### config.mk
export PLATFORM = sky130hd
export DESIGN_NAME = ctrl_packet_injector_flat
export DESIGN_NICKNAME = d
export VERILOG_FILES = /design/src/rtl/ctrl_packet_injector_if.sv /design/src/rtl/ctrl_packet_injector.sv /design/src/flat_wrapper.sv
export SDC_FILE = /design/constraint.sdc
export NUM_CORES = 1
export LEC_CHECK = 0
export ABC_AREA = 1
export CAP_MARGIN = 0
export CORE_AREA = 5 5 691 693
export CTS_BUF_LIST = sky130_fd_sc_hd__clkbuf_16
export DETAILED_ROUTE_END_ITERATION = 12
export DIE_AREA = 0 0 696 698
export SETUP_SLACK_MARGIN = 0.02
export SYNTH_ARGS = -nofsm -noshare
export SYNTH_HDL_FRONTEND = slang
export SYNTH_SLANG_ARGS = --single-unit
### constraint.sdc
create_clock -name clk -period 30.9 [get_ports clk]
set_input_delay 4.635 -clock clk [delete_from_list [all_inputs] [get_ports clk]]
set_output_delay 4.635 -clock clk [all_outputs]
set_load 0.02 [all_outputs]
### src/rtl/ctrl_packet_injector_if.sv
// Bundles the forward, return, command and response signals of the control packet injector.
// slave = injector side, master = host/chain side driving the injector inputs.
interface ctrl_packet_injector_if #(
  parameter int DATA_WIDTH     = 512,
  parameter int STREAM_ID_NUM  = 16,
  parameter int CHUNK_ID_NUM   = 32,
  parameter int CHANNEL_ID_NUM = 1024,
  parameter int STATE_WIDTH    = 32
);
  localparam int STREAM_ID_WIDTH  = $clog2(STREAM_ID_NUM);
  localparam int CHUNK_ID_WIDTH   = $clog2(CHUNK_ID_NUM);
  localparam int CHANNEL_ID_WIDTH = $clog2(CHANNEL_ID_NUM);

  logic [DATA_WIDTH-1:0]       in_Data;
  logic [1:0]                  in_Type;
  logic                        in_Last;
  logic [STREAM_ID_WIDTH-1:0]  in_StreamID;
  logic [CHUNK_ID_WIDTH-1:0]   in_ChunkID;
  logic [CHANNEL_ID_WIDTH-1:0] in_ChannelID;
  logic [STATE_WIDTH-1:0]      in_State;

  logic [DATA_WIDTH-1:0]       out_Data;
  logic [1:0]                  out_Type;
  logic                        out_Last;
  logic [STREAM_ID_WIDTH-1:0]  out_StreamID;
  logic [CHUNK_ID_WIDTH-1:0]   out_ChunkID;
  logic [CHANNEL_ID_WIDTH-1:0] out_ChannelID;
  logic [STATE_WIDTH-1:0]      out_State;

  logic [DATA_WIDTH-1:0]       ret_Data;
  logic [1:0]                  ret_Type;
  logic [CHUNK_ID_WIDTH-1:0]   ret_ChunkID;
  logic [STATE_WIDTH-1:0]      ret_State;

  logic                        cmd_valid;
  logic                        cmd_ready;
  logic                        cmd_write;
  logic [CHANNEL_ID_WIDTH-1:0] cmd_hop;
  logic [STATE_WIDTH-1:0]      cmd_addr;
  logic [31:0]                 cmd_wdata;

  logic                        resp_valid;
  logic [31:0]                 resp_rdata;
  logic                        resp_timeout;
  logic                        busy;

  modport slave (
    input  in_Data, in_Type, in_Last, in_StreamID, in_ChunkID, in_ChannelID, in_State,
    output out_Data, out_Type, out_Last, out_StreamID, out_ChunkID, out_ChannelID, out_State,
    input  ret_Data, ret_Type, ret_ChunkID, ret_State,
    input  cmd_valid, cmd_write, cmd_hop, cmd_addr, cmd_wdata,
    output cmd_ready, resp_valid, resp_rdata, resp_timeout, busy
  );

  modport master (
    output in_Data, in_Type, in_Last, in_StreamID, in_ChunkID, in_ChannelID, in_State,
    input  out_Data, out_Type, out_Last, out_StreamID, out_ChunkID, out_ChannelID, out_State,
    output ret_Data, ret_Type, ret_ChunkID, ret_State,
    output cmd_valid, cmd_write, cmd_hop, cmd_addr, cmd_wdata,
    input  cmd_ready, resp_valid, resp_rdata, resp_timeout, busy
  );
endinterface

### src/rtl/ctrl_packet_injector.sv
// Forwards the upstream stream with 1-cycle latency and slips relative control writes/reads into idle gaps.
// Upstream is never stalled: commands wait in PENDING (cmd_ready=0) for a gap; reads then await a response or timeout.
module ctrl_packet_injector #(
  parameter int DATA_WIDTH                  = 512,
  parameter int STREAM_ID_NUM               = 16,
  parameter int CHUNK_ID_NUM                = 32,
  parameter int CHANNEL_ID_NUM              = 1024,
  parameter int STATE_WIDTH                 = 32,
  parameter int TIMEOUT_CYCLES              = 1024,
  parameter int CP_R_CTRL_READ_REQUEST_32b  = 0,
  parameter int CP_R_CTRL_WRITE_32b         = 1,
  parameter int CP_A_CTRL_READ_RESPONSE_32b = 1
) (
  input  logic                  clk,
  input  logic                  rst,
  ctrl_packet_injector_if.slave bus
);
  localparam int STREAM_ID_WIDTH  = $clog2(STREAM_ID_NUM);
  localparam int CHUNK_ID_WIDTH   = $clog2(CHUNK_ID_NUM);
  localparam int CHANNEL_ID_WIDTH = $clog2(CHANNEL_ID_NUM);
  localparam int OPCODE_WIDTH     = CHUNK_ID_WIDTH - 1;
  localparam int TIMER_WIDTH      = $clog2(TIMEOUT_CYCLES);

  typedef enum logic [1:0] {S_IDLE, S_PENDING, S_WAIT_RESP} state_t;

  state_t                      r_state;
  state_t                      w_state_nxt;
  logic                        r_pkt_open;
  logic                        r_cmd_write;
  logic [CHANNEL_ID_WIDTH-1:0] r_cmd_hop;
  logic [STATE_WIDTH-1:0]      r_cmd_addr;
  logic [31:0]                 r_cmd_wdata;
  logic [TIMER_WIDTH-1:0]      r_timer;

  logic [DATA_WIDTH-1:0]       r_out_data;
  logic [1:0]                  r_out_type;
  logic                        r_out_last;
  logic [STREAM_ID_WIDTH-1:0]  r_out_stream;
  logic [CHUNK_ID_WIDTH-1:0]   r_out_chunk;
  logic [CHANNEL_ID_WIDTH-1:0] r_out_channel;
  logic [STATE_WIDTH-1:0]      r_out_state;
  logic                        r_resp_valid;
  logic [31:0]                 r_resp_rdata;
  logic                        r_resp_timeout;

  logic w_gap, w_match, w_latch, w_inject, w_resp, w_timeout;
  logic w_unused;

  assign w_gap   = (bus.in_Type == 2'b00) && !r_pkt_open;
  assign w_match = bus.ret_Type[1] && !bus.ret_ChunkID[CHUNK_ID_WIDTH-1]
                && (bus.ret_ChunkID[OPCODE_WIDTH-1:0] == OPCODE_WIDTH'(CP_A_CTRL_READ_RESPONSE_32b))
                && (bus.ret_State == r_cmd_addr);
  assign w_unused = ^{bus.ret_Type[0], bus.ret_Data[DATA_WIDTH-1:32]};

  always_ff @(posedge clk or posedge rst) begin
    if (rst) r_state <= S_IDLE;
    else     r_state <= w_state_nxt;
  end

  always_comb begin
    w_state_nxt = r_state;
    w_latch     = 1'b0;
    w_inject    = 1'b0;
    w_resp      = 1'b0;
    w_timeout   = 1'b0;
    case (r_state)
      S_IDLE: begin
        if (bus.cmd_valid) begin
          w_latch     = 1'b1;
          w_state_nxt = S_PENDING;
        end
      end
      S_PENDING: begin
        if (w_gap) begin
          w_inject    = 1'b1;
          w_state_nxt = r_cmd_write ? S_IDLE : S_WAIT_RESP;
        end
      end
      S_WAIT_RESP: begin
        // A response landing on the last timer cycle still counts as a hit.
        if (w_match) begin
          w_resp      = 1'b1;
          w_state_nxt = S_IDLE;
        end else if (r_timer == TIMER_WIDTH'(TIMEOUT_CYCLES - 1)) begin
          w_resp      = 1'b1;
          w_timeout   = 1'b1;
          w_state_nxt = S_IDLE;
        end
      end
      default: w_state_nxt = S_IDLE;
    endcase
  end

  always_ff @(posedge clk or posedge rst) begin
    if (rst) begin
      r_pkt_open     <= 1'b0;
      r_cmd_write    <= 1'b0;
      r_cmd_hop      <= '0;
      r_cmd_addr     <= '0;
      r_cmd_wdata    <= '0;
      r_timer        <= '0;
      r_out_data     <= '0;
      r_out_type     <= '0;
      r_out_last     <= 1'b0;
      r_out_stream   <= '0;
      r_out_chunk    <= '0;
      r_out_channel  <= '0;
      r_out_state    <= '0;
      r_resp_valid   <= 1'b0;
      r_resp_rdata   <= '0;
      r_resp_timeout <= 1'b0;
    end else begin
      if (bus.in_Type != 2'b00) r_pkt_open <= !bus.in_Last;
      if (w_latch) begin
        r_cmd_write <= bus.cmd_write;
        r_cmd_hop   <= bus.cmd_hop;
        r_cmd_addr  <= bus.cmd_addr;
        r_cmd_wdata <= bus.cmd_wdata;
      end
      if (w_inject) begin
        r_out_data    <= r_cmd_write ? {(DATA_WIDTH/32){r_cmd_wdata}} : '0;
        r_out_type    <= 2'b10;
        r_out_last    <= 1'b1;
        r_out_stream  <= '0;
        r_out_chunk   <= {1'b1, r_cmd_write ? OPCODE_WIDTH'(CP_R_CTRL_WRITE_32b)
                                            : OPCODE_WIDTH'(CP_R_CTRL_READ_REQUEST_32b)};
        r_out_channel <= r_cmd_hop;
        r_out_state   <= r_cmd_addr;
      end else begin
        r_out_data    <= bus.in_Data;
        r_out_type    <= bus.in_Type;
        r_out_last    <= bus.in_Last;
        r_out_stream  <= bus.in_StreamID;
        r_out_chunk   <= bus.in_ChunkID;
        r_out_channel <= bus.in_ChannelID;
        r_out_state   <= bus.in_State;
      end
      r_timer      <= (r_state == S_WAIT_RESP) ? r_timer + TIMER_WIDTH'(1) : '0;
      r_resp_valid <= w_resp;
      if (w_resp) begin
        r_resp_rdata   <= w_timeout ? 32'd0 : bus.ret_Data[31:0];
        r_resp_timeout <= w_timeout;
      end
    end
  end

  assign bus.out_Data      = r_out_data;
  assign bus.out_Type      = r_out_type;
  assign bus.out_Last      = r_out_last;
  assign bus.out_StreamID  = r_out_stream;
  assign bus.out_ChunkID   = r_out_chunk;
  assign bus.out_ChannelID = r_out_channel;
  assign bus.out_State     = r_out_state;
  assign bus.cmd_ready     = (r_state == S_IDLE) && !rst;
  assign bus.resp_valid    = r_resp_valid;
  assign bus.resp_rdata    = r_resp_rdata;
  assign bus.resp_timeout  = r_resp_timeout;
  assign bus.busy          = (r_state != S_IDLE);
endmodule

### src/flat_wrapper.sv
// flat-port wrapper written by rule: the top's interface ports become plain ports
module ctrl_packet_injector_flat 
#(
  parameter int DATA_WIDTH                  = 512,
  parameter int STREAM_ID_NUM               = 16,
  parameter int CHUNK_ID_NUM                = 32,
  parameter int CHANNEL_ID_NUM              = 1024,
  parameter int STATE_WIDTH                 = 32,
  parameter int TIMEOUT_CYCLES              = 1024,
  parameter int CP_R_CTRL_READ_REQUEST_32b  = 0,
  parameter int CP_R_CTRL_WRITE_32b         = 1,
  parameter int CP_A_CTRL_READ_RESPONSE_32b = 1
)
  (clk, rst, bus_in_Data, bus_in_Type, bus_in_Last, bus_in_StreamID, bus_in_ChunkID, bus_in_ChannelID, bus_in_State, bus_out_Data, bus_out_Type, bus_out_Last, bus_out_StreamID, bus_out_ChunkID, bus_out_ChannelID, bus_out_State, bus_ret_Data, bus_ret_Type, bus_ret_ChunkID, bus_ret_State, bus_cmd_valid, bus_cmd_write, bus_cmd_hop, bus_cmd_addr, bus_cmd_wdata, bus_cmd_ready, bus_resp_valid, bus_resp_rdata, bus_resp_timeout, bus_busy);
  ctrl_packet_injector_if #(.DATA_WIDTH(DATA_WIDTH), .STREAM_ID_NUM(STREAM_ID_NUM), .CHUNK_ID_NUM(CHUNK_ID_NUM), .CHANNEL_ID_NUM(CHANNEL_ID_NUM), .STATE_WIDTH(STATE_WIDTH)) bus_i ();
  input  logic clk;
  input  logic rst;
  input wire logic [$bits(bus_i.in_Data)-1:0] bus_in_Data;
  input wire logic [$bits(bus_i.in_Type)-1:0] bus_in_Type;
  input wire logic [$bits(bus_i.in_Last)-1:0] bus_in_Last;
  input wire logic [$bits(bus_i.in_StreamID)-1:0] bus_in_StreamID;
  input wire logic [$bits(bus_i.in_ChunkID)-1:0] bus_in_ChunkID;
  input wire logic [$bits(bus_i.in_ChannelID)-1:0] bus_in_ChannelID;
  input wire logic [$bits(bus_i.in_State)-1:0] bus_in_State;
  output wire logic [$bits(bus_i.out_Data)-1:0] bus_out_Data;
  output wire logic [$bits(bus_i.out_Type)-1:0] bus_out_Type;
  output wire logic [$bits(bus_i.out_Last)-1:0] bus_out_Last;
  output wire logic [$bits(bus_i.out_StreamID)-1:0] bus_out_StreamID;
  output wire logic [$bits(bus_i.out_ChunkID)-1:0] bus_out_ChunkID;
  output wire logic [$bits(bus_i.out_ChannelID)-1:0] bus_out_ChannelID;
  output wire logic [$bits(bus_i.out_State)-1:0] bus_out_State;
  input wire logic [$bits(bus_i.ret_Data)-1:0] bus_ret_Data;
  input wire logic [$bits(bus_i.ret_Type)-1:0] bus_ret_Type;
  input wire logic [$bits(bus_i.ret_ChunkID)-1:0] bus_ret_ChunkID;
  input wire logic [$bits(bus_i.ret_State)-1:0] bus_ret_State;
  input wire logic [$bits(bus_i.cmd_valid)-1:0] bus_cmd_valid;
  input wire logic [$bits(bus_i.cmd_write)-1:0] bus_cmd_write;
  input wire logic [$bits(bus_i.cmd_hop)-1:0] bus_cmd_hop;
  input wire logic [$bits(bus_i.cmd_addr)-1:0] bus_cmd_addr;
  input wire logic [$bits(bus_i.cmd_wdata)-1:0] bus_cmd_wdata;
  output wire logic [$bits(bus_i.cmd_ready)-1:0] bus_cmd_ready;
  output wire logic [$bits(bus_i.resp_valid)-1:0] bus_resp_valid;
  output wire logic [$bits(bus_i.resp_rdata)-1:0] bus_resp_rdata;
  output wire logic [$bits(bus_i.resp_timeout)-1:0] bus_resp_timeout;
  output wire logic [$bits(bus_i.busy)-1:0] bus_busy;
  assign bus_i.in_Data = bus_in_Data;
  assign bus_i.in_Type = bus_in_Type;
  assign bus_i.in_Last = bus_in_Last;
  assign bus_i.in_StreamID = bus_in_StreamID;
  assign bus_i.in_ChunkID = bus_in_ChunkID;
  assign bus_i.in_ChannelID = bus_in_ChannelID;
  assign bus_i.in_State = bus_in_State;
  assign bus_out_Data = bus_i.out_Data;
  assign bus_out_Type = bus_i.out_Type;
  assign bus_out_Last = bus_i.out_Last;
  assign bus_out_StreamID = bus_i.out_StreamID;
  assign bus_out_ChunkID = bus_i.out_ChunkID;
  assign bus_out_ChannelID = bus_i.out_ChannelID;
  assign bus_out_State = bus_i.out_State;
  assign bus_i.ret_Data = bus_ret_Data;
  assign bus_i.ret_Type = bus_ret_Type;
  assign bus_i.ret_ChunkID = bus_ret_ChunkID;
  assign bus_i.ret_State = bus_ret_State;
  assign bus_i.cmd_valid = bus_cmd_valid;
  assign bus_i.cmd_write = bus_cmd_write;
  assign bus_i.cmd_hop = bus_cmd_hop;
  assign bus_i.cmd_addr = bus_cmd_addr;
  assign bus_i.cmd_wdata = bus_cmd_wdata;
  assign bus_cmd_ready = bus_i.cmd_ready;
  assign bus_resp_valid = bus_i.resp_valid;
  assign bus_resp_rdata = bus_i.resp_rdata;
  assign bus_resp_timeout = bus_i.resp_timeout;
  assign bus_busy = bus_i.busy;
  ctrl_packet_injector #(.DATA_WIDTH(DATA_WIDTH), .STREAM_ID_NUM(STREAM_ID_NUM), .CHUNK_ID_NUM(CHUNK_ID_NUM), .CHANNEL_ID_NUM(CHANNEL_ID_NUM), .STATE_WIDTH(STATE_WIDTH), .TIMEOUT_CYCLES(TIMEOUT_CYCLES), .CP_R_CTRL_READ_REQUEST_32b(CP_R_CTRL_READ_REQUEST_32b), .CP_R_CTRL_WRITE_32b(CP_R_CTRL_WRITE_32b), .CP_A_CTRL_READ_RESPONSE_32b(CP_A_CTRL_READ_RESPONSE_32b)) u_core (.clk(clk), .rst(rst), .bus(bus_i));
endmodule
==> results_slide.txt, run 1 <==
Physical Implementation Snapshot

Routing
  • Met2 Wirelength: approximately 150,000 um
  • Detail Route Antenna Nets: 0
  • Final wirelength: 310,000 um
  • Drt pass-1 iters: 5
  • Wire per inst: ~30 um
  • Met1 wire length: 114,000 um
  • Vias: approximately 25,000
  • Top sig layer: met5
  • Post-DR vias/cell: approximately 2.4
  • Met3 WL post-DR: 35,700 um

Worst setup path
  • Critical Path End: bus_cmd_ready
  • R2R Path Start: u_core.r_state[0]
  • CP Class: input port to primary output
  • Worst path required time: around 26,000 ps
  • R2r setup slk: 27,590 ps
  • CP Max Fanout: 2
  • Reg2Reg Depth: 7
  • CP Capture Type: primary output
  • Reg2reg end: u_core.bus.out_Data[269]

Place
  • GP Congestion: 0.895
  • Pre-CTS setup slack: 20,300 ps
  • Hpwl dp: 271,000 um
  • Placed instance area: 45,500 um2

Timing
  • Rel. slew slack: 0.222
  • Final Skew: 69.8 ps
  • Final Max Tran Viols: 0
  • Final min period: 10,580 ps
  • Worst-Margin Slew: 1170 ps
  • Smallest setup slack after layout: 20,320 ps
  • Setup violators final: 0

Global route
  • GRT met2 Usage: 0.214
  • Vias in the first global route: 23,800
  • GR Overflow Total: 0

Cells and area
  • Post-route cell area: 49,100 um2
  • Final Util: 0.104
  • Layout Nets: just over 5,000
  • Layout cells sized above 1: 0.0727

Run
  • Tool warnings: around 520
  • # Max-Cap Violations: 0

Logic synthesis
  • Synth area leader: dfrtp_1
  • Syn Inst Count: 2,500
  • YS warnings: 0
  • Yosys cell count: 2,500
  • Adder share: 0.000507
  • Syn nets: 3,696
  • Yosys chip area: 24,700 um2
  • Synth Area per Inst: 9.88 um2
  • Area fraction in mux cells: 0.0201
  • Cell area after synthesis: 24,700 um2
  • Top cell area share: 0.697
  • Post-synth area hogs: dfrtp_1, nand2_1, mux2_2
  • Top cells by count: nand2_1, dfrtp_1, inv_1
  • Share of async-settable or async-resettable flops after synthesis: 1.00

Floorplan
  • Ports: ~1,800
  • Die Wd: 696 um
  • Die Ht: 698 um
  • Starting Density: 0.0525

Min path
  • Hold Crit Endpoint: u_core.r_timer[0]
  • Min-Delay Path Class: register to register

Clock tree
  • CTS clk-pin slew, worst paths: 50 ps
  • PostCTS Resize Cnt: 0
  • CTS root buffer: clkbuf_16
  • Cts-stage hold buffer count: 0
  • CTS tree: yes
  • Clk_lat worst skew: 870 ps
  • Setup Buffers After CTS: 0

Power
  • Static Leak: 21.2 nW
  • Maximum vdd drop: 54.7 uV

Run status
  • Status: completed
run 1: where the power goes:
group	switching, mW	internal [mW]	leakage, nW
Clock	0.525	0.713	1.66
Sequential	0.0607	1.04	8.15
Combinational	0.576	0.326	11.4
run 1: layout make-up:
| type | instances | area (um2) |
|---|---|---|
| Antenna cell | 66 | 165 |
| Clock inverter | 78 | 772 |
| Timing Repair Buffer | 1359 | 13500 |
| Tap cell | 6223 | 7790 |
| Sequential cell | 688 | 17200 |
| Inverter | 94 | 360 |
| Multi-Input combinational cell | 1594 | 6630 |
| Clock buffer | 105 | 2630 |
| Fill cell | 54100 | 421000 |
run 1: worst max-delay path, cell delays in order:
cell and delay (ps):
clkdlybuf4s50_1 550, nor2_1 150, clkdlybuf4s50_1 610
Run 1, met1 routing:
(1 px per um) Supply wires on this layer in grey.
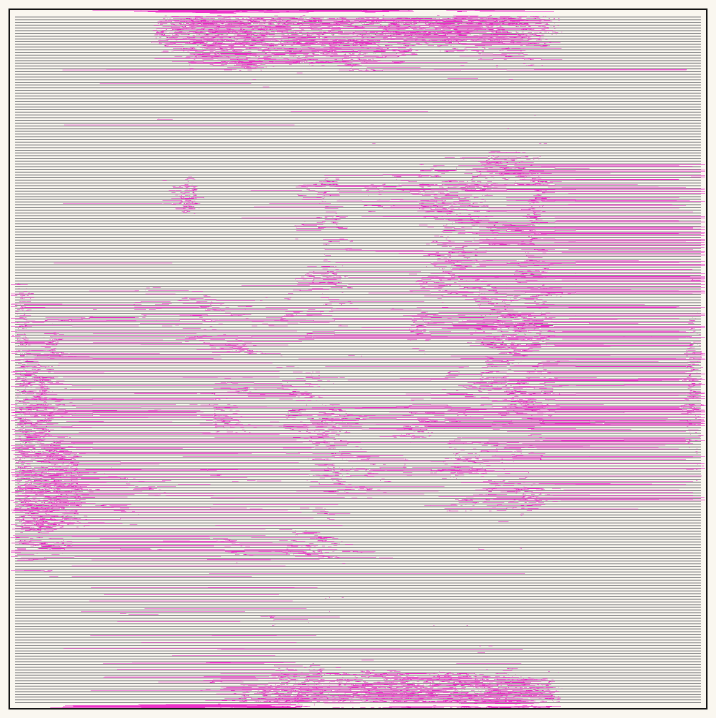
longest straight run: 377 um
main direction: horizontal
wire length on this layer: 114 mm

Run 1, clock nets:
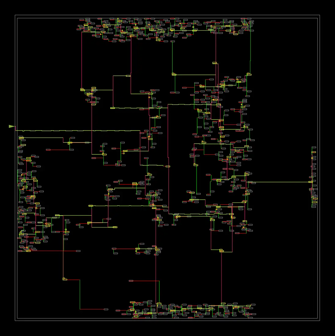
TritonCTS Sinks: 688
flop count: 688
clock group power: 1.24 mW

Run 1, clock network drawn from the DEF:
(1 px per um)
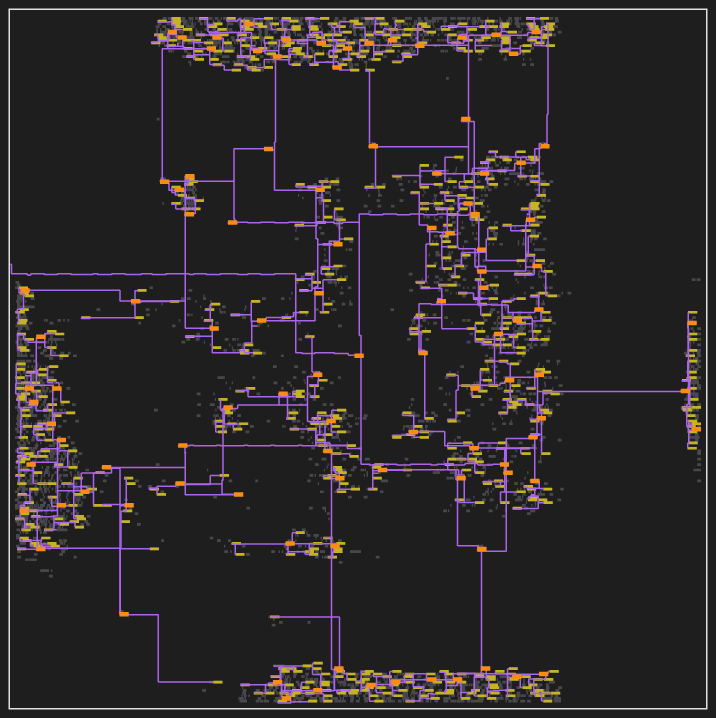
legend:
  orange:
    item: cells driving clock nets
    count: 104
  purple:
    item: clock wires
    length: 15,900 um
  yellow:
    item: flip-flops
    count: 688
flops lie: widely spread

Run 1, placement density heat map:
(0.5 px per um) 35 x 35 tiles, from white (low) to dark blue (high), 0 to 100% covered.
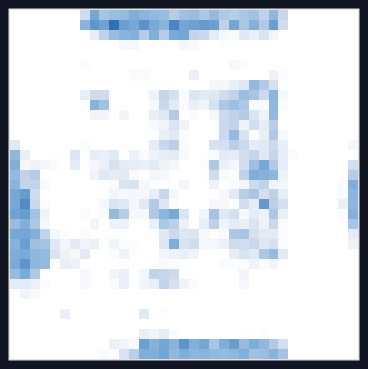

## Run 2: what changed since run 1
Clock period 30.9 ns to 10.1 ns, I/O delays scaled along.
Run 2, placement density heat map:
(0.5 px per um) 35 x 35 tiles, from white (low) to dark blue (high), 0 to 100% covered.
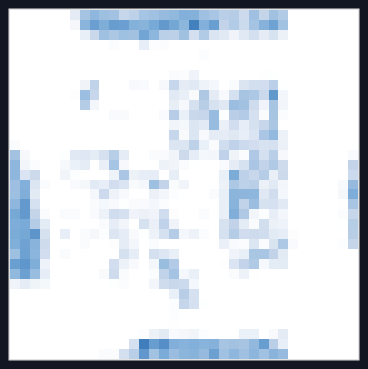
nearly empty tiles: 62%
fullest tile: 69%
densest ninth of the die: top centre
mean over tiles: 8.4%

Run 2, met1 routing:
(1 px per um) Supply wires on this layer in grey.
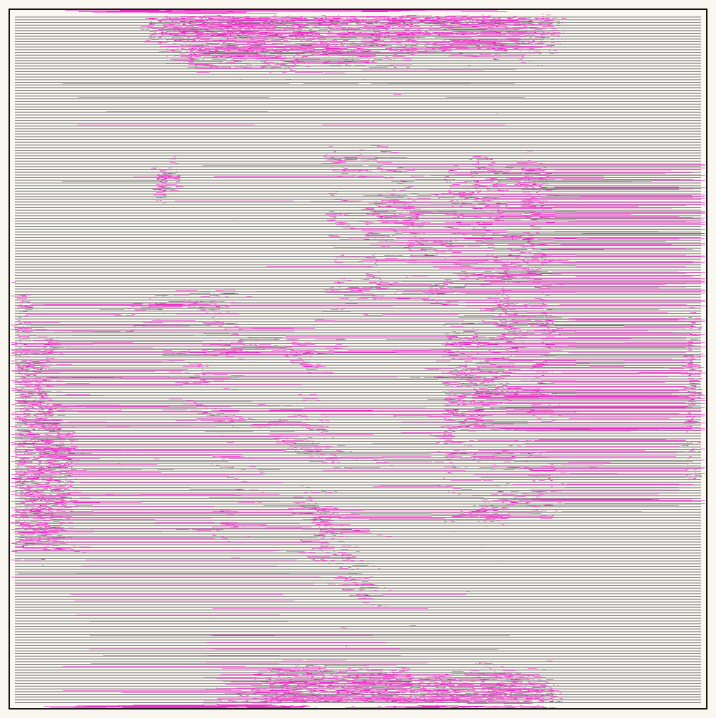
main direction: horizontal
share of all routed wire: 36%
nets with wire on the layer: 4,240

==> results_slide.txt, run 2 <==
Physical Implementation Snapshot

Global route
  • Pin count of the biggest net entering global routing: 144
  • GR Overflow Total: 0 (unchanged)
  • Vias in the first global route: 24,000 (+0.80%)
  • GRT met2 Usage: 0.215 (+0.000963)
  • Global route hottest layer: met2

Logic synthesis
  • Top cell area share: 0.697 (unchanged)
  • Synth Area per Inst: 9.88 um2 (unchanged)
  • Yosys cell count: 2,500 (unchanged)
  • Yosys chip area: 24,700 um2 (unchanged)
  • Share of async-settable or async-resettable flops after synthesis: 1.00 (unchanged)
  • Cell area after synthesis: 24,700 um2 (unchanged)
  • YS warnings: 0 (unchanged)
  • Syn Inst Count: 2,500 (unchanged)
  • Synth area leader: dfrtp_1
  • Post-synth area hogs: dfrtp_1, nand2_1, mux2_2
  • Adder share: 0.000507 (unchanged)
  • Top cells by count: nand2_1, dfrtp_1, inv_1
  • Area fraction in mux cells: 0.0201 (unchanged)
  • Synth Area in Simple Gates: 0.225
  • Syn nets: 3,696 (unchanged)

Worst setup path
  • Worst path cell trace: clkdlybuf4s50_1 -> nor2_1 -> inv_1 -> nor2_1 -> nand2_4 -> nor2_4 -> buf_4 -> nand2_1 -> nand2_1
  • CP Max Fanout: 25 (+23)
  • CP Capture Type: register
  • Crit-path max cell delay: 920 ps (+310 ps)
  • Slowest cell on crit path: nand2_1
  • Largest delay share family, worst path: simple AND/OR/NAND/NOR gates
  • Worst Path Buf+Inv: 3 (+1)
  • CP Class: input port to register
  • Worst path required time: 10,810 ps (-15,460 ps)

Cells and area
  • Post-route cell area: 48,900 um2 (-0.24%)
  • Layout Nets: 5,040 (+0.060%)
  • Largest register FFs: between 500 and 600
  • Sequential cell area share: 0.352 (+0.000861)
  • Bufs w/o clock: 1,365 (+0.44%)
  • Logic share of the area: 0.135 (about the same)
  • Logic area: 6610 um2 (-0.19%)
  • Layout cells sized above 1: 0.0712 (-0.00157)
  • Largest area class, layout: flip-flops and latches
  • Logic inverters: 94 (unchanged)
  • Comb gates: 1,594 (unchanged)
  • Final Util: 0.104 (-0.000256)
  • Flop count: 688 (unchanged)
  • ClkCell Share: 0.0658 (-0.00349)
  • Clock buffer cells: 102 (-2.9%)
  • Non-clock buffer share: 0.278 (+0.00231)
  • N_diodes: 64 (-3.0%)
  • Fillers: 54,000 (-0.10%)
  • FF/Latch Area: 17,200 um2 (unchanged)

Timing
  • Final Skew: 68.8 ps (-1.07 ps)
  • Final min period: 4830 ps
  • Final Max Tran Viols: 0 (unchanged)
  • Rel. slew slack: 0.173 (-0.0493)
  • Setup violators final: 0 (unchanged)
  • Worst-Margin Slew: 1230 ps (+62.3 ps)

Routing
  • Final wirelength: 315,000 um (+1.4%)
  • Post-DR vias/cell: 2.39 (-0.74%)
  • Drt pass-1 iters: 5 (unchanged)
  • Detail Route Antenna Nets: 0 (unchanged)
  • Met1 wire length: 114,000 um (about the same)
  • Vias: 24,400 (-0.74%)
  • Met3 WL post-DR: 37,800 um (+5.9%)
  • Top sig layer: met5
  • Wire per inst: 30.8 um (+1.4%)

Clock tree
  • H-Tree Depth: 3
  • CTS clk-pin slew, worst paths: 70 ps (+20 ps)
  • PostCTS Resize Cnt: 0 (unchanged)
  • Clk_lat worst skew: 850 ps (-20 ps)
  • TritonCTS Sinks: 688 (unchanged)
  • Cts-stage hold buffer count: 0 (unchanged)
  • CTS tree: yes
  • CTS root buffer: clkbuf_16
  • Setup Buffers After CTS: 0 (unchanged)

Min path
  • Min-Delay Path Class: register to register

Floorplan
  • Die Wd: 696 um (unchanged)
  • Ports: 1,797 (unchanged)
  • Num rows: 252
  • Die Ht: 698 um (unchanged)
  • Starting Density: 0.0525 (unchanged)
  • # Taps: 6,223 (unchanged)

Place
  • Hpwl dp: 276,000 um (+1.7%)
  • GP Congestion: 0.902 (+0.79%)
  • Cells after DPL: 9,964
  • Pre-CTS setup slack: 4360 ps (-15,930 ps)
  • Placed instance area: 45,600 um2 (+0.14%)

Power
  • Static Leak: 21.1 nW (-0.18%)
  • Maximum vdd drop: 131 uV (+140%)

Run status
  • Status: completed

Run
  • Tool warnings: 523 (+0.19%)
  • # Max-Cap Violations: 0 (unchanged)
run 2: cell counts after synthesis:
No cell type changed its count.
run 2: path summary, 6_finish.rpt:
path / startpoint / endpoint / slack (ps) / cells after the start
setup / recovery: bus_in_Type[1] / u_core.bus.out_Data[147] / 5270 / 9
hold / removal: u_core.r_timer[0] / u_core.r_timer[0] / 460 / 1
setup reg to reg: u_core.r_state[1] / u_core.bus.out_Data[147] / 6370 / 6
hold reg to reg: u_core.r_timer[0] / u_core.r_timer[0] / 460 / 1
max in group asynchronous: rst / u_core.bus.out_Data[390] / 6920 / 4
min in group asynchronous: rst / u_core.bus.out_State[9] / 1160 / 2
run 2: report_power, final:
group | internal [mW] | switching (mW) | leakage [nW]
Clock | 2.05 | 1.57 | 1.59
Sequential | 3.19 | 0.191 | 8.15
Combinational | 0.998 | 1.79 | 11.4
Power and IR drop assume default switching activity.
